[config.mk]
export PLATFORM = sky130hd
export DESIGN_NAME = vga_sync_decoder
export DESIGN_NICKNAME = d
export VERILOG_FILES = /design/src/rtl/vga_sync_decoder.sv
export SDC_FILE = /design/constraint.sdc
export NUM_CORES = 1
export LEC_CHECK = 0
export CAP_MARGIN = 20
export CORE_AREA = 2 2 78 80
export CTS_BUF_LIST = sky130_fd_sc_hd__clkbuf_16
export DETAILED_ROUTE_END_ITERATION = 16
export DIE_AREA = 0 0 80 82
export HOLD_SLACK_MARGIN = 0.1
export PLACE_DENSITY = 0.84
export SLEW_MARGIN = 20
export SYNTH_ARGS = -nofsm -noshare
export SYNTH_HDL_FRONTEND = slang
export SYNTH_SLANG_ARGS = --single-unit
[constraint.sdc]
create_clock -name clk -period 9 [get_ports clk]
set_clock_uncertainty 0.15 [all_clocks]
set_input_delay 1.8 -clock clk [delete_from_list [all_inputs] [get_ports clk]]
set_output_delay 1.8 -clock clk [all_outputs]
set_load 0.05 [all_outputs]
[src/rtl/vga_sync_decoder.sv]
// Recovers line/frame timing from a VGA sync pair, acquires lock, emits visible pixels with x/y.
// Latency: outputs are registered, one cycle after the sample they describe; no backpressure.
// Optional saturating timing-error counter enabled by VGA_SYNC_DECODER_ERRCNT_EN.
module vga_sync_decoder #(
    parameter int H_TOTAL     = 800,
    parameter int V_TOTAL     = 525,
    parameter int H_VIS_START = 144,
    parameter int V_VIS_START = 35,
    parameter int H_VIS       = 640,
    parameter int V_VIS       = 480
) (
    input  logic        clk,
    input  logic        reset,
    input  logic        hsync,
    input  logic        vsync,
    input  logic [11:0] rgb_in,
    output logic        de,
    output logic [9:0]  x,
    output logic [9:0]  y,
    output logic [11:0] rgb_out,
    output logic        frame_start,
    output logic        locked,
    output logic [7:0]  err_cnt
);
    localparam logic [9:0] CNT_MAX = 10'd1023;
    localparam logic [9:0] H_LAST  = 10'(H_TOTAL - 1);
    localparam logic [9:0] V_LAST  = 10'(V_TOTAL - 1);
    localparam logic [9:0] H_BEG   = 10'(H_VIS_START);
    localparam logic [9:0] H_END   = 10'(H_VIS_START + H_VIS);
    localparam logic [9:0] V_BEG   = 10'(V_VIS_START);
    localparam logic [9:0] V_END   = 10'(V_VIS_START + V_VIS);

    typedef enum logic [1:0] {SEARCH, TRAIN, LOCKED} state_t;

    state_t      state_q, state_d;
    logic        hs_prev_q, hs_prev_d;
    logic        vs_prev_q, vs_prev_d;
    logic [9:0]  hcnt_q, hcnt_d;
    logic [9:0]  vcnt_q, vcnt_d;
    logic        vpend_q, vpend_d;
    logic [1:0]  good_cnt_q, good_cnt_d;
    logic        de_q, de_d;
    logic [9:0]  x_q, x_d;
    logic [9:0]  y_q, y_d;
    logic [11:0] rgb_q, rgb_d;
    logic        fs_q, fs_d;

    logic hs_fall, vs_fall, frame_ev;
    logic line_err, tmo_err, frame_err, any_err;

    always_comb begin
        hs_prev_d = hsync;
        vs_prev_d = vsync;
        hs_fall   = hs_prev_q & ~hsync;
        vs_fall   = vs_prev_q & ~vsync;
        // A vsync fall arms the frame; the next hsync fall (possibly this one) starts it.
        frame_ev  = hs_fall & (vpend_q | vs_fall);

        if (hs_fall)
            hcnt_d = 10'd0;
        else if (hcnt_q == CNT_MAX)
            hcnt_d = CNT_MAX;
        else
            hcnt_d = hcnt_q + 10'd1;

        if (frame_ev)
            vcnt_d = 10'd0;
        else if (hs_fall && vcnt_q != CNT_MAX)
            vcnt_d = vcnt_q + 10'd1;
        else
            vcnt_d = vcnt_q;

        if (frame_ev)
            vpend_d = 1'b0;
        else if (vs_fall)
            vpend_d = 1'b1;
        else
            vpend_d = vpend_q;

        line_err  = hs_fall && (hcnt_q != H_LAST);
        tmo_err   = (hcnt_d == CNT_MAX) && (hcnt_q != CNT_MAX);
        frame_err = frame_ev && (vcnt_q != V_LAST);
        any_err   = line_err | tmo_err | frame_err;
    end

    always_comb begin
        state_d    = state_q;
        good_cnt_d = good_cnt_q;
        case (state_q)
            SEARCH: begin
                good_cnt_d = 2'd0;
                if (frame_ev)
                    state_d = TRAIN;
            end
            TRAIN: begin
                if (any_err) begin
                    state_d    = SEARCH;
                    good_cnt_d = 2'd0;
                end else if (frame_ev) begin
                    good_cnt_d = good_cnt_q + 2'd1;
                    if (good_cnt_q == 2'd1)
                        state_d = LOCKED;
                end
            end
            LOCKED: begin
                if (any_err) begin
                    state_d    = SEARCH;
                    good_cnt_d = 2'd0;
                end
            end
            default: begin
                state_d    = SEARCH;
                good_cnt_d = 2'd0;
            end
        endcase
    end

    // Uses next state so an error exiting LOCKED blanks de in the same registered cycle.
    always_comb begin
        de_d  = (state_d == LOCKED) &&
                (hcnt_d >= H_BEG) && (hcnt_d < H_END) &&
                (vcnt_d >= V_BEG) && (vcnt_d < V_END);
        x_d   = de_d ? (hcnt_d - H_BEG) : 10'd0;
        y_d   = de_d ? (vcnt_d - V_BEG) : 10'd0;
        rgb_d = de_d ? rgb_in : 12'd0;
        fs_d  = de_d && (x_d == 10'd0) && (y_d == 10'd0);
    end

    always_ff @(posedge clk) begin
        if (reset) begin
            state_q    <= SEARCH;
            hs_prev_q  <= 1'b1;
            vs_prev_q  <= 1'b1;
            hcnt_q     <= 10'd0;
            vcnt_q     <= 10'd0;
            vpend_q    <= 1'b0;
            good_cnt_q <= 2'd0;
            de_q       <= 1'b0;
            x_q        <= 10'd0;
            y_q        <= 10'd0;
            rgb_q      <= 12'd0;
            fs_q       <= 1'b0;
        end else begin
            state_q    <= state_d;
            hs_prev_q  <= hs_prev_d;
            vs_prev_q  <= vs_prev_d;
            hcnt_q     <= hcnt_d;
            vcnt_q     <= vcnt_d;
            vpend_q    <= vpend_d;
            good_cnt_q <= good_cnt_d;
            de_q       <= de_d;
            x_q        <= x_d;
            y_q        <= y_d;
            rgb_q      <= rgb_d;
            fs_q       <= fs_d;
        end
    end

`ifdef VGA_SYNC_DECODER_ERRCNT_EN
    logic [7:0] err_cnt_q, err_cnt_d;

    always_comb begin
        err_cnt_d = err_cnt_q;
        if (any_err && (state_q != SEARCH) && (err_cnt_q != 8'hFF))
            err_cnt_d = err_cnt_q + 8'd1;
    end

    always_ff @(posedge clk) begin
        if (reset)
            err_cnt_q <= 8'd0;
        else
            err_cnt_q <= err_cnt_d;
    end

    assign err_cnt = err_cnt_q;
`else
    assign err_cnt = 8'd0;
`endif

    assign de          = de_q;
    assign x           = x_q;
    assign y           = y_q;
    assign rgb_out     = rgb_q;
    assign frame_start = fs_q;
    assign locked      = (state_q == LOCKED);

endmodule

==> run_1/final_clocks.png <==
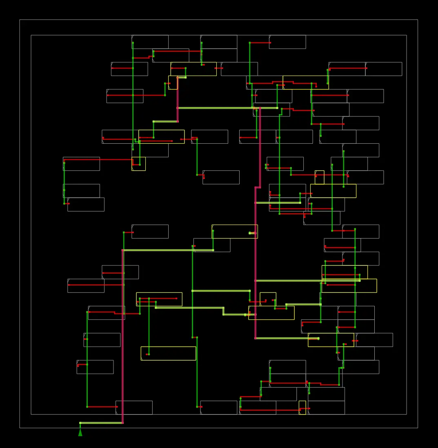
clock group power: 367 uW
TritonCTS buffer count: 9
Seq cells: 61
Layout clock buffers: 9

==> run_1/metal_stack.png <==
(4 px per um)
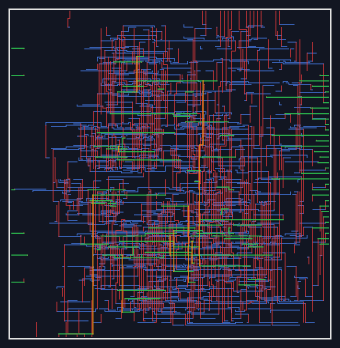
legend:
  red:
    layer: met2
    wire_length: 3,800 um
  green:
    layer: met3
    wire_length: 632 um
  blue:
    layer: met1
    wire_length: 3,400 um
  orange:
    layer: met4
    wire_length: 146 um
wirelength, routed: 7970 um
Wirelength per Cell: 16.2 um

==> run_1/port_nets.png <==
(6 px per um)
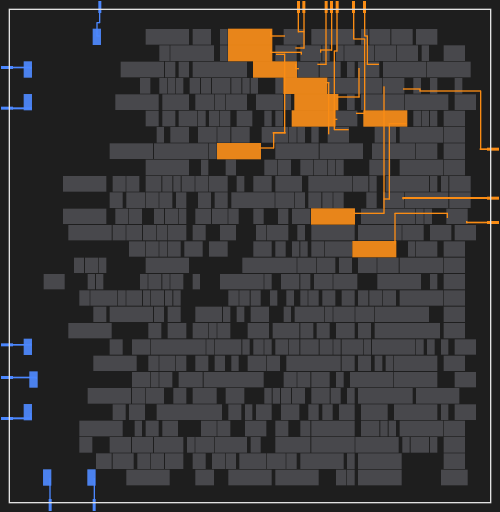
legend:
  blue:
    port: err_cnt
    bits: 8
    direction: output
    end_cells: 8
    buffers: 0
    wire: 29.5 um
  orange:
    port: x
    bits: 10
    direction: output
    end_cells: 10
    buffers: 10
    wire: 233 um
# IOs: 59
# port buffers: 50

==> impl_metrics.tcl, run 1 <==
# place-and-route summary
set metrics [dict create \
    post_cts_buffers 0 \
    nonClkBufAreaFrac_pct 13.1 \
    dp_slack_ns 3.63 \
    dpl_cell_area_sq_um 3610 \
    viasPerCell 5.79 \
    worst_setup_path_start_kind "input port" \
    die_area_sq_um 6560 \
    grt_pass1_wl_um 12700 \
    holdPathStages 1 \
    crit_end "frame_start" \
    instances_no_fill 492 \
    cts_tree "yes" \
    hold_viol_final 0 \
    p_seq_share_pct 40.1 \
    p_int_uw 530 \
    hold_path.class "reg -> reg" \
    fin_util_pct 68.3 \
    total_power_uw 689 \
    use_met2_pct 42.3 \
    dp_hpwl_um 5050 \
    dr_wl_met2_um 3800 \
    max_slew_margin_pct 45.2 \
    mux_area_share_pct 0.639 \
    antenna_found_initial 0 \
    logic_family "simple AND/OR/NAND/NOR gates" \
    rsz0062_at_grt "false" \
    maxCapViolCount 0 \
    ys_async_sr_fraction_pct 0 \
    pg_seq_uw 276 \
    critPathLaunch "hsync" \
    dr.pass1.iters 5 \
    rr_worst_depth 11 \
    combPwrFrac_pct 6.6 \
    status "complete, no violations" \
    crit_family "simple AND/OR/NAND/NOR gates" \
    busiest_layer "met2" \
    ys_seq_share_pct 39.0 \
    synth-edff-count 0 \
    cts.sinks 61 \
    dr_wl_met3_um 632 \
    switchingPower_uw 159 \
    grt_max_degree 35 \
    fin_crit_sh_pct 56.8 \
    num_rows 28 \
    lay_top_count "dfxtp_1" \
    common_cells "61 x dfxtp_1, 46 x nor2_1, 26 x inv_1, 19 x nand2_1, 16 x nor3_1" \
    synth.area.top_cells "dfxtp_1 39%, nor2_1 5.5%, ha_1 3.2%" \
    nWellTaps 75 \
    place.gp.congestion 0.904 \
]
--- run 2 (diff from run 1) ---
- CORE_AREA: 2 2 78 80 -> 2 2 81 83
- DIE_AREA: 0 0 80 82 -> 0 0 83 85
- PLACE_DENSITY: 0.84 -> 0.78
- clock period: 9 -> 5.3 ns (I/O delays scaled with it)
==> run_2/final_clocks.png <==
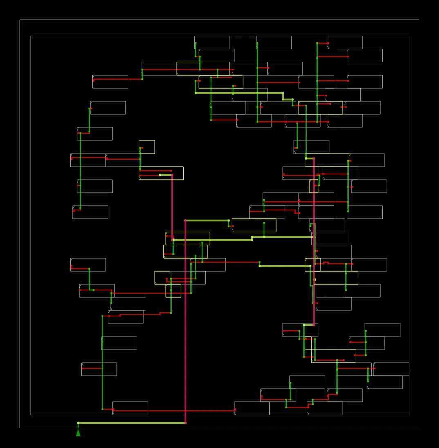
clock group power: 575 uW
Clk Latency, worst-skew pair: 0.32 ns

==> run_2/metal_stack.png <==
(4 px per um)
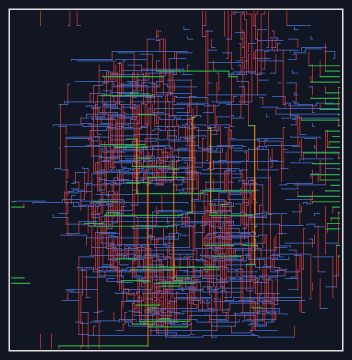
legend:
  orange:
    layer: met4
    wire_length: 163 um
  blue:
    layer: met1
    wire_length: 3,290 um
  green:
    layer: met3
    wire_length: 494 um
  red:
    layer: met2
    wire_length: 3,330 um
Total GRT Usage: 21.1%
Wirelength per Cell: 14.7 um
via count: 2,798
wirelength, routed: 7270 um

==> impl_metrics.tcl, run 2 <==
# place-and-route summary
set metrics [dict create \
    status "complete, no violations" \
    switchingPower_uw 265 \
    path_clk_slew_ns 0.06 \
    maxCapViolCount 0 \
    instances_no_fill 495 \
    hold_ws_ns 0.304 \
    dp_hpwl_um 5250 \
    ys_seq_share_pct 39.0 \
    die_area_sq_um 7060 \
    dp_slack_ns 0.858 \
    clockBufferCount 9 \
    ios 59 \
    cts_tree "yes" \
    logic_family "simple AND/OR/NAND/NOR gates" \
    lay_top_count "dfxtp_1" \
    p_seq_share_pct 41.8 \
    worst_setup_path_start_kind "input port" \
    holdPathStages 2 \
    hold_path.class "reg -> reg" \
    crit_family "simple AND/OR/NAND/NOR gates" \
    busiest_layer "met2" \
    dr.pass1.iters 5 \
    rsz0062_at_grt "false" \
    grt_pass1_wl_um 12100 \
    cts-root-buf "clkbuf_16" \
    antenna_found_initial 0 \
    num_rows 29 \
    dpl_cell_area_sq_um 3620 \
    p_int_uw 857 \
    fin_crit_sh_pct 78.9 \
    cts_buffers 9 \
    use_met2_pct 34.0 \
    max_slew_margin_pct 58.4 \
    grt_max_degree 35 \
    ys_warn_count 0 \
    design.seq.count 61 \
    combPwrFrac_pct 6.9 \
    area.sequential_sq_um 1220 \
    ys_async_sr_fraction_pct 0 \
    initCoreUtil_pct 50.5 \
    pg_seq_uw 469 \
    critPathLaunch "hsync" \
    portBuffers 50 \
    viasPerCell 5.65 \
    mux_area_share_pct 0.639 \
    dr_wl_met2_um 3330 \
    cts.sinks 61 \
    area_delta_synth_final_pct 25.2 \
    post_cts_buffers 0 \
    largest_class "multi-input combinational cells" \
    synth.area.top_cells "dfxtp_1 39%, nor2_1 5.5%, ha_1 3.2%" \
    nonClkBufAreaFrac_pct 13.3 \
    hold_viol_final 0 \
    crit_end "frame_start" \
    dieWidth_um 83 \
    fin_util_pct 63.2 \
    common_cells "61 x dfxtp_1, 46 x nor2_1, 26 x inv_1, 19 x nand2_1, 16 x nor3_1" \
    dr_wl_met3_um 493 \
    total_power_mw 1.12 \
    multi_input_comb_cells 262 \
    nets 437 \
    p_clk_share_pct 51.3 \
    synth-edff-count 0 \
    ys_sh_simple_pct 30.0 \
    place.gp.congestion 0.970 \
    gr-usage-met3_pct 4.67 \
    nWellTaps 77 \
    final_area_sq_um 3920 \
    rr_worst_depth 11 \
    r2r_end "frame_start" \
]
Power and IR drop assume default switching activity.
